### Gate-type map, run 1

Drawn at 2 px/µm.
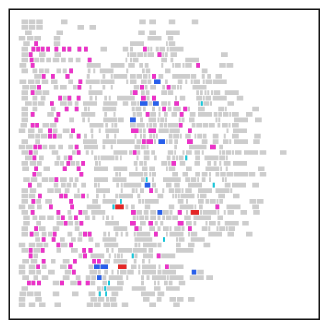
### Signal metal coverage by tile, run 1

Drawn at 2 px/µm. 31 x 31 tiles, from dark purple (low) to yellow (high), scaled to the fullest tile. Values are wire area over tile area, all layers added.
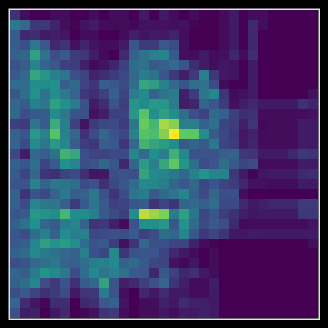
### Placed standard cells, run 1

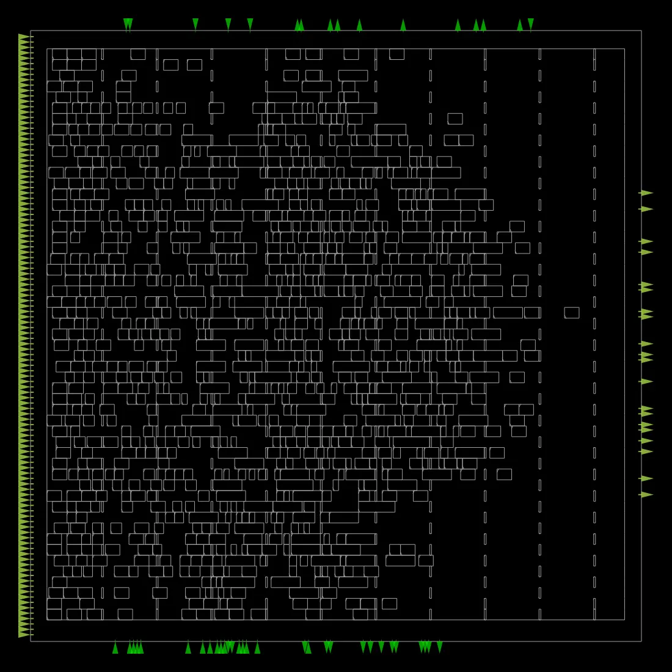
## src/rtl/cnt_share_arb.sv

```systemverilog
// cnt_share_arb
//   Round-robin sequencer that time-shares a single up-counter among N_REQ
//   requesters. The winning requester owns the counter for max(len,1) cycles
//   of counting plus one DONE cycle, after which the counter is handed on.
//
// Ports
//   clk      in   single clock, posedge
//   reset    in   synchronous active-high reset
//   req      in   level request per client, held until done/abort
//   req_len  in   per-client interval length, slice k = req_len[k*CNT_W +: CNT_W]
//   grant    out  one-hot owner (registered), 0 when idle
//   owner    out  index of current/last owner (registered)
//   busy     out  high while an interval is running or in its DONE cycle
//   cnt      out  shared counter value (registered)
//   done     out  one-hot 1-cycle pulse when the owner's interval completes
//   aborted  out  1-cycle pulse when the owner dropped req before completion
module cnt_share_arb #(
  parameter int N_REQ = 4,
  parameter int CNT_W = 32,
  parameter int IDX_W = 2
) (
  input  logic                   clk,
  input  logic                   reset,
  input  logic [N_REQ-1:0]       req,
  input  logic [N_REQ*CNT_W-1:0] req_len,
  output logic [N_REQ-1:0]       grant,
  output logic [IDX_W-1:0]       owner,
  output logic                   busy,
  output logic [CNT_W-1:0]       cnt,
  output logic [N_REQ-1:0]       done,
  output logic                   aborted
);

  typedef enum logic [1:0] {
    ST_IDLE,
    ST_RUN,
    ST_DONE
  } state_t;

  state_t             r_state;
  logic [IDX_W-1:0]   r_ptr;
  logic [CNT_W-1:0]   r_len;
  logic [N_REQ-1:0]   r_grant;
  logic [IDX_W-1:0]   r_owner;
  logic               r_busy;
  logic [CNT_W-1:0]   r_cnt;
  logic [N_REQ-1:0]   r_done;
  logic               r_aborted;

  logic               w_found;
  logic [IDX_W-1:0]   w_pick;
  logic [CNT_W-1:0]   w_pick_len;
  int unsigned        w_idx;
  logic [IDX_W-1:0]   w_next_ptr;
  logic               w_owner_req;
  logic               w_last;

  // Circular search starting at r_ptr; the first set request wins.
  always_comb begin
    w_found    = 1'b0;
    w_pick     = '0;
    w_idx      = 0;
    for (int unsigned i = 0; i < N_REQ; i++) begin
      w_idx = 32'(r_ptr) + i;
      if (w_idx >= N_REQ) w_idx = w_idx - N_REQ;
      if (!w_found && req[IDX_W'(w_idx)]) begin
        w_found = 1'b1;
        w_pick  = IDX_W'(w_idx);
      end
    end
    w_pick_len = req_len[32'(w_pick)*CNT_W +: CNT_W];
    if (w_pick_len == '0) w_pick_len = CNT_W'(1);
  end

  assign w_next_ptr  = (r_owner == IDX_W'(N_REQ-1)) ? '0 : r_owner + 1'b1;
  assign w_owner_req = req[r_owner];
  assign w_last      = (r_cnt == r_len - 1'b1);

  always_ff @(posedge clk) begin
    if (reset) begin
      r_state   <= ST_IDLE;
      r_ptr     <= '0;
      r_len     <= '0;
      r_grant   <= '0;
      r_owner   <= '0;
      r_busy    <= 1'b0;
      r_cnt     <= '0;
      r_done    <= '0;
      r_aborted <= 1'b0;
    end else begin
      r_done    <= '0;
      r_aborted <= 1'b0;
      case (r_state)
        ST_IDLE: begin
          r_cnt   <= '0;
          r_grant <= '0;
          r_busy  <= 1'b0;
          if (w_found) begin
            r_state <= ST_RUN;
            r_grant <= N_REQ'(1) << w_pick;
            r_owner <= w_pick;
            r_len   <= w_pick_len;
            r_busy  <= 1'b1;
          end
        end
        ST_RUN: begin
          // Dropping req wins over completion on the same edge.
          if (!w_owner_req) begin
            r_state   <= ST_IDLE;
            r_grant   <= '0;
            r_cnt     <= '0;
            r_busy    <= 1'b0;
            r_aborted <= 1'b1;
            r_ptr     <= w_next_ptr;
          end else if (w_last) begin
            r_state <= ST_DONE;
            r_cnt   <= r_len;
            r_done  <= r_grant;
          end else begin
            r_cnt <= r_cnt + 1'b1;
          end
        end
        ST_DONE: begin
          r_state <= ST_IDLE;
          r_grant <= '0;
          r_cnt   <= '0;
          r_busy  <= 1'b0;
          r_ptr   <= w_next_ptr;
        end
        default: begin
          r_state <= ST_IDLE;
          r_grant <= '0;
          r_cnt   <= '0;
          r_busy  <= 1'b0;
        end
      endcase
    end
  end

  assign grant   = r_grant;
  assign owner   = r_owner;
  assign busy    = r_busy;
  assign cnt     = r_cnt;
  assign done    = r_done;
  assign aborted = r_aborted;

endmodule

```

## config.mk

```make
export PLATFORM = sky130hd
export DESIGN_NAME = cnt_share_arb
export DESIGN_NICKNAME = d
export VERILOG_FILES = /design/src/rtl/cnt_share_arb.sv
export SDC_FILE = /design/constraint.sdc
export NUM_CORES = 1
export LEC_CHECK = 0
export CAP_MARGIN = 20
export CORE_MARGIN = 4
export CORE_UTILIZATION = 29
export DETAILED_ROUTE_END_ITERATION = 6
export HOLD_SLACK_MARGIN = 0.02
export PLACE_DENSITY = 0.63
export SLEW_MARGIN = 25
export SYNTH_ARGS = -nofsm -noshare
export SYNTH_HDL_FRONTEND = slang
export SYNTH_SLANG_ARGS = --single-unit
```

## constraint.sdc

```tcl
create_clock -name clk -period 5.5 [get_ports clk]
set_clock_uncertainty 0.1 [all_clocks]
set_input_delay 0.55 -clock clk [delete_from_list [all_inputs] [get_ports clk]]
set_output_delay 0.55 -clock clk [all_outputs]
set_load 0.005 [all_outputs]
```

==> GITHUB_STEP_SUMMARY, run 1 <==
### Metrics collected by this job

| Metric | Value |
|---|---|
| Mapped cell area | `6200 µm²` |
| Top logic family | `simple AND/OR/NAND/NOR gates` |
| Number of OpenROAD warnings | `26` |
| Primary FF master, synth | `dfxtp_1` |
| Setup tns final | `0 ps` |
| Ys cells | `817` |
| Area grow syn2layout | `34.3%` |
| Post-route ant nets | `0` |
| Max-cap viol count | `0` |
| Post-DR vias/cell | `5.37` |
| Total CTS buffers | `9` |
| Fp_density | `0.295` |
| CTS sink count | `80` |
| Arr. time, crit path | `4360 ps` |
| Hpwl dp | `17,000 µm` |
| Final Hold Viols | `0` |
| Status | `finished, final reports clean` |
| Die width | `154 µm` |
| Crit path time final | `4200 ps` |
| Latency at later pin | `340 ps` |
| Top cells excl fill/tap | `clkdlybuf4s50_1 (177), nand2_1 (114), dfxtp_1 (80)` |
| Simple-Gate Fraction of Synth Area | `0.319` |
| Largest net degree at the start of global routing | `69` |
| Crit path kind | `reg2reg` |
| Ports | `178` |
| # DRC | `0` |
| Initial DRT Pass Iterations | `5` |
| Peak Freq | `238 MHz` |
| Setup crit end kind | `flip-flop` |
| Net count after synthesis | `954` |
| YS warnings | `0` |
| GRT Total Usage | `0.176` |
| Vias | `6,550` |
| Fin area | `8320 µm²` |
| MUX area fraction | `0.0555` |
| Avg Cell Area, Syn | `7.59 µm²` |
| ANT cells | `0` |
| Clk buf depth | `2` |
| Initial antenna violation count | `0` |
| Port Buffers | `177` |
| Share of cells above drive strength 1 | `0.0423` |
| R2r worst-path depth | `9` |
| Slew Viols, Final | `0` |
| WL per Instance | `17.5 µm` |
| LEAKAGE | `2.92 nW` |
| RSZ-0062 raised after global routing | `false` |
| Core area | `21,000 µm²` |
| Core Rows | `53` |
| CTS root buf | `clkbuf_16` |
| Final Routed Wirelength | `21,400 µm` |
| Final nets | `1,078` |
| CTS H-Tree Depth | `3` |
| Cts hold-fix bufs | `0` |
| Seq cells post-synth | `80` |
| Most common logic cell in the routed design | `clkdlybuf4s50_1` |
| Clock transition time at the flip-flop clock pins of the worst setup and hold paths | `60 ps` |
| Iter 0 DRT Violations | `574` |
| Power density over cell area | `234 nW/µm²` |
| Final period utilization | `0.763` |
| Chip area | `23,800 µm²` |
| Finish-stage setup viols | `0` |
| Xor/xnor share | `0.102` |
| Flop-to-flop setup slack | `1300 ps` |
| Worst path required time | `5660 ps` |
| Slew @ Worst Pin | `922 ps` |
| Post-synth EDFFs | `0` |
| Hold depth | `1` |
About 'Gate-type map':
family	color	cells	most used
inverters	cyan	12	inv_1
AND and OR gates	magenta	133	and3_1
AND-OR and OR-AND gates	blue	11	a21o_1
adder and majority cells	red	3	ha_1

About 'Signal metal coverage by tile':
emptiest ninth of the die	bottom right
mean over tiles	0.15
fullest tile	0.74
tiles over half the peak	5.5%

About 'Placed standard cells':
fill count: 2,197
sequential cell area share: 0.192

run 1: sequential cells by signal, indices dropped and copies added, names as in the netlist:
register  count
aborted       1
busy          1
r_ptr         2
owner         2
grant         4
r_len        32
r_state       2
cnt          32
done          4
run 1: cell usage after synthesis (2+ instances only):
master,count,area (µm²)
buf_6,5,56.3
and4_1,3,26.3
buf_2,2,10.0
and2_1,4,25.0
nor2b_1,5,31.3
o21ai_0,9,45.0
o211ai_1,2,15.0
clkbuf_1,60,225
nor3_1,18,90.1
and3_1,74,463
a21oi_1,41,205
or4_1,6,45.0
xnor2_1,49,429
nor4_1,16,100
nor4b_1,6,52.6
buf_1,2,7.51
a31oi_1,5,31.3
nand2b_1,4,25.0
inv_1,12,45.0
xor2_1,23,201
mux2i_1,31,310
nor3b_1,2,15.0
nand3_1,22,110
or3_1,40,250
dfxtp_1,80,1600
ha_1,3,37.5
a211o_1,2,17.5
nor2_1,28,105
a211oi_1,67,503
o2111ai_1,2,17.5
or4_4,2,22.5
a311oi_1,2,17.5
buf_12,3,60.1
o22ai_1,18,113
o31ai_1,5,37.5
nand4_1,17,106
o2111ai_2,2,30.0
nand2_1,115,432
a21o_1,3,22.5
nand3b_1,2,15.0
run 1: final cells by class:
| type | count | area (µm²) |
|---|---|---|
| multi-input combinational | 652 | 4220 |
| inverter | 12 | 45.0 |
| timing repair buffer | 186 | 1850 |
| tap | 275 | 344 |
| sequential | 80 | 1600 |
| fill | 2197 | 12700 |
| clock inverter | 5 | 35.0 |
| clock buffer | 10 | 229 |
run 1: metal layers:
layer  global-route usage  vias to the layer above  wire length (µm)
li1                     -                     3258                 -
met1                0.238                     2999              9800
met2                0.277                      268              9470
met3               0.0467                       25              1780
met4               0.0463                        0               335
met5                    0                        -                 0
run 1: critical path, stage by stage, from the launching register on:
cell and delay [ps]:
dfxtp_1 380, nor4_1 710, nand3_1 570, or4b_2 780, a41oi_1 260, a41o_1 170, o2111ai_2 190, nor2_4 300
buf_4 430, mux2i_1 220
run 1: cell families after synthesis:
family          Yosys count
compound gates          173
xor+xnor                 72
fa+ha+maj                 3
buf+inv                  85
flops                    80
mux                      33
simple gates            371
run 1: where the power goes:
part / switching, mW / total (mW) / internal (mW)
registers: 0.0812 / 0.704 / 0.623
clock network: 0.235 / 0.538 / 0.303
logic: 0.388 / 0.709 / 0.321
total: 0.704 / 1.95 / 1.25
run 1: per-stage QoR:
step,power [mW],hold WS [ps],cells,util,setup slack [ps]
2_1_floorplan,1.17,347,817,-,2150
3_3_place_gp,1.41,338,1204,0.382,1430
3_5_place_dp,1.41,342,1204,0.382,1360
4_1_cts,1.95,355,1219,0.395,1310
5_1_grt,2.07,388,1220,0.396,913
6_report,1.95,351,1220,0.396,1300
run 1: final timing paths:
| path | start | endpoint |
|---|---|---|
| setup / recovery | r_len[7] | cnt[6] |
| hold / removal | busy | busy |
| setup reg to reg | r_len[7] | cnt[6] |
| hold reg to reg | busy | busy |
==> inputs of run 2 (changes only) <==
Clock period 5.5 ns to 4.2 ns, I/O delays scaled along.
==> GITHUB_STEP_SUMMARY, run 2 <==
### Metrics collected by this job

| Metric | Value |
|---|---|
| Hpwl dp | `17,500 µm (+2.7%)` |
| Clock transition time at the flip-flop clock pins of the worst setup and hold paths | `60 ps (about the same)` |
| Fp_density | `0.295 (unchanged)` |
| Port Buffers | `177 (unchanged)` |
| Post-synth top area share | `0.258 (unchanged)` |
| ANT cells | `0 (unchanged)` |
| Avg Cell Area, Syn | `7.59 µm² (unchanged)` |
| CTS tree | `done` |
| Area reported by Yosys stat | `6200 µm²` |
| Count leader, synth | `nand2_1` |
| Slew @ Worst Pin | `774 ps (-148 ps)` |
| Peak Freq | `275 MHz (+16%)` |
| Iter 0 DRT Violations | `542 (-5.6%)` |
| Area grow syn2layout | `35.9%` |
| DR WL met2 | `9360 µm (-1.2%)` |
| Status | `finished, final reports clean` |
| P_sw | `0.916 mW (+30%)` |
| CP Max Fanout | `31` |
| Number of global-route vias before repair | `6,399` |
| Largest net degree at the start of global routing | `68 (-1.4%)` |
| Top cells excl fill/tap | `clkdlybuf4s50_1 (177), nand2_1 (114), dfxtp_1 (80)` |
| Highest routed layer | `met4` |
| Seq cells post-synth | `80 (unchanged)` |
| Post-synth EDFFs | `0 (unchanged)` |
| Most frequent cells after synthesis | `nand2_1 (115), dfxtp_1 (80), and3_1 (74), a211oi_1 (67), clkbuf_1 (60)` |
| Net count after synthesis | `954 (unchanged)` |
| Comb pwr share | `0.358 (-0.006)` |
| Share of cells above drive strength 1 | `0.0494 (+0.00704)` |
| Worst path required time | `4360 ps (-1300 ps)` |
| Clk network pwr share | `0.292 (+0.016)` |
| Ys cells | `817 (unchanged)` |
| Cells after Synth | `817` |
| Worst vdd ir | `0.156 mV` |
| Most common logic cell in the routed design | `clkdlybuf4s50_1` |
| Arr. time, crit path | `3790 ps (-570 ps)` |
| CTS H-Tree Depth | `3 (unchanged)` |
| Post-route ant nets | `0 (unchanged)` |
| Final Hold Viols | `0 (unchanged)` |
| # DRC | `0 (unchanged)` |
| Post-CTS Setup Inserts | `0` |
| Setup crit end kind | `flip-flop` |
| GRT Total Usage | `0.178 (+0.00215)` |
| Max-slew headroom | `0.482` |
| LEAKAGE | `2.98 nW (+2.1%)` |
| Met3 WL | `1390 µm (-22%)` |
| WL per Instance | `17.8 µm (+1.7%)` |
| GPL Wtd Cong | `0.923` |
| Post-DR vias/cell | `5.41 (+0.67%)` |
| Share of flip-flops with an asynchronous set or reset | `0` |
| Chip area | `23,800 µm² (unchanged)` |
| Cts hold-fix bufs | `0 (unchanged)` |
| Reg power frac | `0.350 (-0.011)` |
| CP startpoint kind | `flip-flop` |
| CTS root buf | `clkbuf_16` |
| Fill count | `2,152 (-2.0%)` |
| Max-cap viol count | `0 (unchanged)` |
| Die Span Y | `154 µm` |
| Crit path kind | `reg2reg` |
| Cell Type Count | `65` |
| Finish-stage setup viols | `0 (unchanged)` |
| Power density over cell area | `313 nW/µm² (+34%)` |
| Latency at later pin | `340 ps (about the same)` |
| Final nets | `1,086 (+0.74%)` |
| Wl on met1 | `10,300 µm (+5.5%)` |
| Final Power | `2.64 mW (+35%)` |
| Setup tns final | `0 ps (unchanged)` |
| GRT overflow | `0` |
| Ports | `178 (unchanged)` |
| Crit path time final | `3630 ps (-567 ps)` |
| CTS sink count | `80 (unchanged)` |
| Cell type with the largest total area | `dfxtp_1` |
| Internal Power | `1.72 mW (+38%)` |
| Vias | `6,632 (+1.3%)` |
| Mapped cell area | `6200 µm² (unchanged)` |
| First-pass GRT wire length | `34,800 µm` |
| Initial DRT Pass Iterations | `5 (unchanged)` |
| Clk buf depth | `2 (unchanged)` |
| Worst hold-check path type | `reg2reg` |
| Switching share of total power | `0.347 (-0.0135)` |
| Core Rows | `53 (unchanged)` |
| YS warnings | `0 (unchanged)` |
| Cts repair resizes | `0` |
| Final period utilization | `0.865 (+0.101)` |
| Primary FF master, synth | `dfxtp_1` |
| Slew Viols, Final | `0 (unchanged)` |
| Initial antenna violation count | `0 (unchanged)` |
| Final Routed Wirelength | `21,900 µm (+2.3%)` |
| Die width | `154 µm (unchanged)` |
| RSZ-0062 raised after global routing | `false` |
| Number of OpenROAD warnings | `26 (unchanged)` |
| Total CTS buffers | `9 (unchanged)` |
| Top cells, area | `dfxtp_1 (26%), a211oi_1 (8.1%), and3_1 (7.5%)` |
| Sequential cell area fraction in the yosys report | `0.258` |
## run 2: kinds of logic after synthesis
logic type / after synthesis / share of synthesized area
muxes: 33 / 0.0555
buffers and inverters: 85 / 0.0660
AOI/OAI and AO/OA: 173 / 0.193
and+or+nand+nor: 371 / 0.319
DFF: 80 / 0.258
adders and majority gates: 3 / 0.00606
xor gates and xnor gates: 72 / 0.102
## run 2: worst paths after layout
kind                                from       to  slack [ps]  cells after the start
worst min register to register      busy     busy         360                      1
worst max register to register  r_len[2]  cnt[20]         570                      9
worst min-delay path                busy     busy         360                      1
worst max-delay path            r_len[2]  cnt[20]         570                      9
## run 2: worst max-delay path, stage by stage (launching register included)
cell	delay, ps
dfxtp_1	410
or4_1	690
or4_4	530
or2_1	330
a2111o_1	430
a21oi_2	220
o2111ai_2	200
nor2_4	150
buf_12	240
mux2i_1	220
## run 2: through the flow
step / setup slack, ps / instances / area (µm²) / hold slack [ps] / util
6_report: 568 / 1227 / 8420 / 357 / 0.401
5_1_grt: 332 / 1227 / 8420 / 373 / 0.401
4_1_cts: 563 / 1227 / 8420 / 363 / 0.401
3_5_place_dp: 477 / 1213 / 8140 / 348 / 0.387
3_3_place_gp: 552 / 1213 / 8140 / 341 / 0.387
2_1_floorplan: 846 / 817 / 6200 / 347 / -
## run 2: final cells by class
cell class,instances,area (µm²),share of cell area
sequential,80,1600,0.190
tap,275,344,0.0408
inverter,12,45.0,0.00535
clock inverter,3,43.8,0.00520
timing repair buffer,194,1940,0.230
clock buffer,11,243,0.0288
multi-input combinational,652,4210,0.500
## run 2: power groups by stage
stage	Clock (mW)	Combinational, mW	Sequential, mW
finish	0.770	0.943	0.924
global route	0.815	1.03	0.937
CTS	0.787	0.940	0.922
detailed placement	0	0.935	0.939
global placement	0	0.932	0.937
floorplan	0	0.653	0.876
## run 2: metal layers
layer / vias up / track usage
met5: - / 0
met4: 0 / 0.0736
met3: 44 / 0.0403
met2: 250 / 0.266
met1: 3051 / 0.246
li1: 3287 / -
### Gate-type map, run 2

Drawn at 2 px/µm.
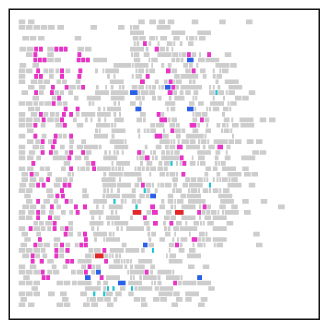
family	color	cells	most used
inverters	cyan	12	inv_1
AND and OR gates	magenta	133	and3_1
adder and majority cells	red	3	ha_1
AND-OR and OR-AND gates	blue	11	a21o_1

### Placed standard cells, run 2

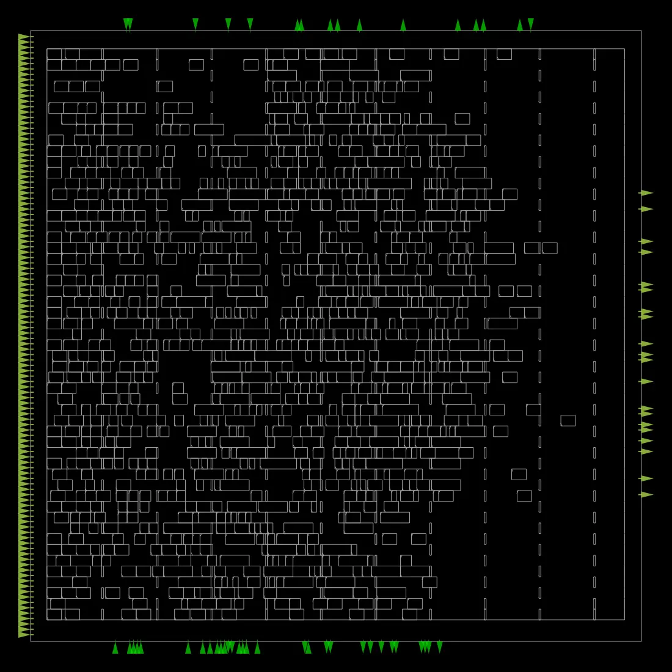
final cell count without fillers: 1,227
core area: 21,000 µm²

==> inputs of run 3 (changes only) <==
Settings changed: CAP_MARGIN 20 to not set, CORE_MARGIN 4 to 1.
==> GITHUB_STEP_SUMMARY, run 3 <==
### Metrics collected by this job

| Metric | Value |
|---|---|
| Max-cap viol count | `0 (unchanged)` |
| Most common logic cell in the routed design | `clkdlybuf4s50_1` |
| Cts hold-fix bufs | `0 (unchanged)` |
| Initial DRT Pass Iterations | `7 (+2)` |
| Slew @ Worst Pin | `1010 ps (+235 ps)` |
| Chip area | `22,000 µm² (-7.6%)` |
| WHS | `357 ps (-0.429 ps)` |
| Clock transition time at the flip-flop clock pins of the worst setup and hold paths | `60 ps (about the same)` |
| Post-DP Area | `8160 µm² (+0.31%)` |
| Post-synth EDFFs | `0 (unchanged)` |
| Mapped cell area | `6200 µm² (unchanged)` |
| DP Cell Count | `1,218 (+0.41%)` |
| Net count after synthesis | `954 (unchanged)` |
| Fin util | `0.403 (+0.00184)` |
| Top cells, area | `dfxtp_1 (26%), a211oi_1 (8.1%), and3_1 (7.5%)` |
| Crit Reg-Reg Startpoint | `r_len[0]` |
| Finish-stage setup viols | `0 (unchanged)` |
| CP startpoint kind | `flip-flop` |
| Slew Viols, Final | `0 (unchanged)` |
| Clk buf depth | `2 (unchanged)` |
| Final Hold Viols | `0 (unchanged)` |
| CTS H-Tree Depth | `3 (unchanged)` |
| Core area | `21,000 µm² (unchanged)` |
| Fin area | `8460 µm² (+0.46%)` |
| Number of OpenROAD warnings | `26 (unchanged)` |
| Die width | `148 µm (-3.9%)` |
| Status | `complete, but fails checks` |
| Number of global-route vias before repair | `6,197 (-3.2%)` |
| Setup tns final | `0 ps (unchanged)` |
| Area reported by Yosys stat | `6200 µm² (unchanged)` |
| Final cell count without fillers | `1,234 (+0.57%)` |
| Setup crit end kind | `flip-flop` |
| Ports | `178 (unchanged)` |
| Cell type with the largest total area | `dfxtp_1` |
| Crit path kind | `reg2reg` |
| CP Max Fanout | `24 (-23%)` |
| ANT cells | `0 (unchanged)` |
| CTS tree | `done` |
| Worst setup path startpoint | `r_len[0]` |
| Post-CTS Setup Inserts | `0 (unchanged)` |
| Seq cells post-synth | `80 (unchanged)` |
| Cell Type Count | `65 (unchanged)` |
| Avg Cell Area, Syn | `7.59 µm² (unchanged)` |
| CTS root buf | `clkbuf_16` |
| Worst hold-check path type | `reg2reg` |
| Power density over cell area | `316 nW/µm² (+0.84%)` |
| Arr. time, crit path | `3830 ps (+40 ps)` |
| GPL Wtd Cong | `0.877 (-5.0%)` |
| # DRC | `2 (+2)` |
| Total CTS buffers | `9 (unchanged)` |
| Share of cells above drive strength 1 | `0.0553 (+0.00590)` |
| Largest net degree at the start of global routing | `68 (unchanged)` |
| Initial antenna violation count | `0 (unchanged)` |
| Top cells excl fill/tap | `clkdlybuf4s50_1 (177), nand2_1 (114), dfxtp_1 (80)` |
| Post-DR vias/cell | `5.32 (-1.6%)` |
| Final nets | `1,091 (+0.46%)` |
| YS warnings | `0 (unchanged)` |
| Core Rows | `53 (unchanged)` |
| Die Span Y | `148 µm (-3.9%)` |
| Failing checks | `design-rule violations` |
| Latency at later pin | `340 ps (about the same)` |
| Max-slew headroom | `0.327 (-0.155)` |
| WL per Instance | `17.1 µm (-4.1%)` |
| Fill count | `2,174 (+1.0%)` |
| Sequential cell area fraction in the yosys report | `0.258 (unchanged)` |
| Most frequent cells after synthesis | `nand2_1 (115), dfxtp_1 (80), and3_1 (74), a211oi_1 (67), clkbuf_1 (60)` |
| Final period utilization | `0.872 (+0.00715)` |
| First-pass GRT wire length | `33,500 µm (-3.8%)` |
| Primary FF master, synth | `dfxtp_1` |
| Post-synth top area share | `0.258 (unchanged)` |
| Area grow syn2layout | `36.5%` |
| CTS sink count | `80 (unchanged)` |
| Hold_sp | `busy` |
| Peak Freq | `273 MHz (-0.82%)` |
| Cts repair resizes | `0 (unchanged)` |
| Cells after Synth | `817 (unchanged)` |
| Vias | `6,560 (-1.1%)` |
| Worst path required time | `4370 ps (about the same)` |
| Gate Area | `4210 µm² (unchanged)` |
| GRT Total Usage | `0.193 (+0.0151)` |
| Iter 0 DRT Violations | `410 (-24%)` |
| Crit path time final | `3660 ps (+30.0 ps)` |
| LEAKAGE | `3.00 nW (+0.59%)` |
| Worst vdd ir | `0.163 mV (+4.9%)` |
| Port Buffers | `177 (unchanged)` |
| RSZ-0062 raised after global routing | `false` |
==> run 3: cell counts after synthesis <==
No cell type changed its count.
==> run 3: cells by family after synthesis <==
logic type,count (synthesis),synth area share
AOI/OAI and AO/OA,173,0.193
xor gates and xnor gates,72,0.102
adders and majority gates,3,0.00606
buffers and inverters,85,0.0660
DFF,80,0.258
muxes,33,0.0555
and+or+nand+nor,371,0.319
==> run 3: area by class of cell <==
cell class / instances / share of cell area
repair buffers: 199 / 0.232
multi-input cells: 652 / 0.497
clock inverters: 4 / 0.00636
flip-flops and latches: 80 / 0.189
inverters: 12 / 0.00532
well taps: 275 / 0.0407
clock buffers: 12 / 0.0291
==> run 3: where the power goes <==
| group | switching (mW) | leakage [nW] | internal (mW) |
|---|---|---|---|
| Combinational | 0.516 | 2.21 | 0.446 |
| Sequential | 0.102 | 0.653 | 0.815 |
| Clock | 0.316 | 0.139 | 0.478 |
==> run 3: path summary, 6_finish.rpt <==
kind         slack, ps  cells after the start      end
max reg2reg        540                     12  cnt[24]
max                540                     12  cnt[24]
min                360                      1     busy
min reg2reg        360                      1     busy
==> run 3: per-layer routing <==
metal | GRT usage | up-vias | routed length, µm
li1 | - | 3289 | -
met1 | 0.267 | 3011 | 9960
met2 | 0.297 | 237 | 9260
met3 | 0.0408 | 23 | 1460
met4 | 0.0608 | 0 | 420
met5 | 0 | - | 0
==> run 3: worst max-delay path, stage by stage, from the launching register on <==
cell and delay, ps:
dfxtp_1 350, inv_1 120, ha_1 270, or3b_1 520, nor4_2 300, buf_4 190
nand3_1 120, mux2_2 300, o22ai_1 310, o2111ai_2 240, nor2_4 150, buf_4 370
mux2i_1 230
==> run 3: per-stage QoR <==
stage | worst slack [ps] | power [mW]
2_1_floorplan | 846 | 1.53
3_3_place_gp | 573 | 1.88
3_5_place_dp | 560 | 1.89
4_1_cts | 528 | 2.68
5_1_grt | 276 | 2.82
6_report | 538 | 2.67
### Signal metal coverage by tile, run 3

Drawn at 2 px/µm. 30 x 30 tiles, from dark purple (low) to yellow (high), scaled to the fullest tile. Values are wire area over tile area, all layers added.
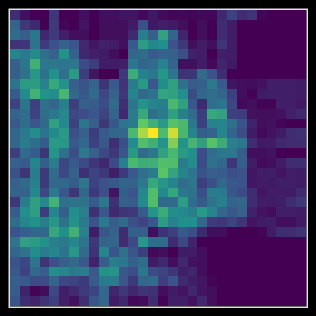
densest ninth of the die	middle
emptiest ninth of the die	bottom right
mean over tiles	0.16
fullest tile	0.67

### Close-up of the layout, run 3

Region (59, 59) to (89, 89) µm. Cells in gray, sequential cells in the stronger gray; small squares are vias.
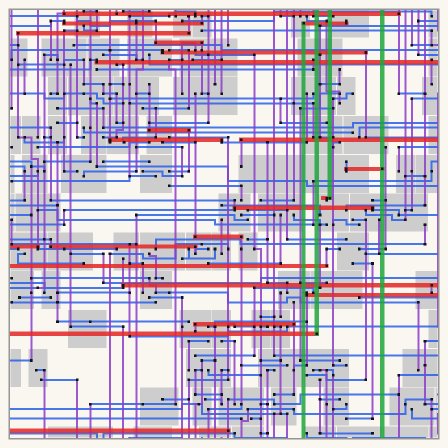
layer	color
met3	red
met4	green
met1	blue
met2	purple
most frequent	xnor2_1 (9), nand2_1 (9), nor2_1 (8)
sequential cells in the window	0
cells with their middle in the window	67

Power and IR drop assume default switching activity.
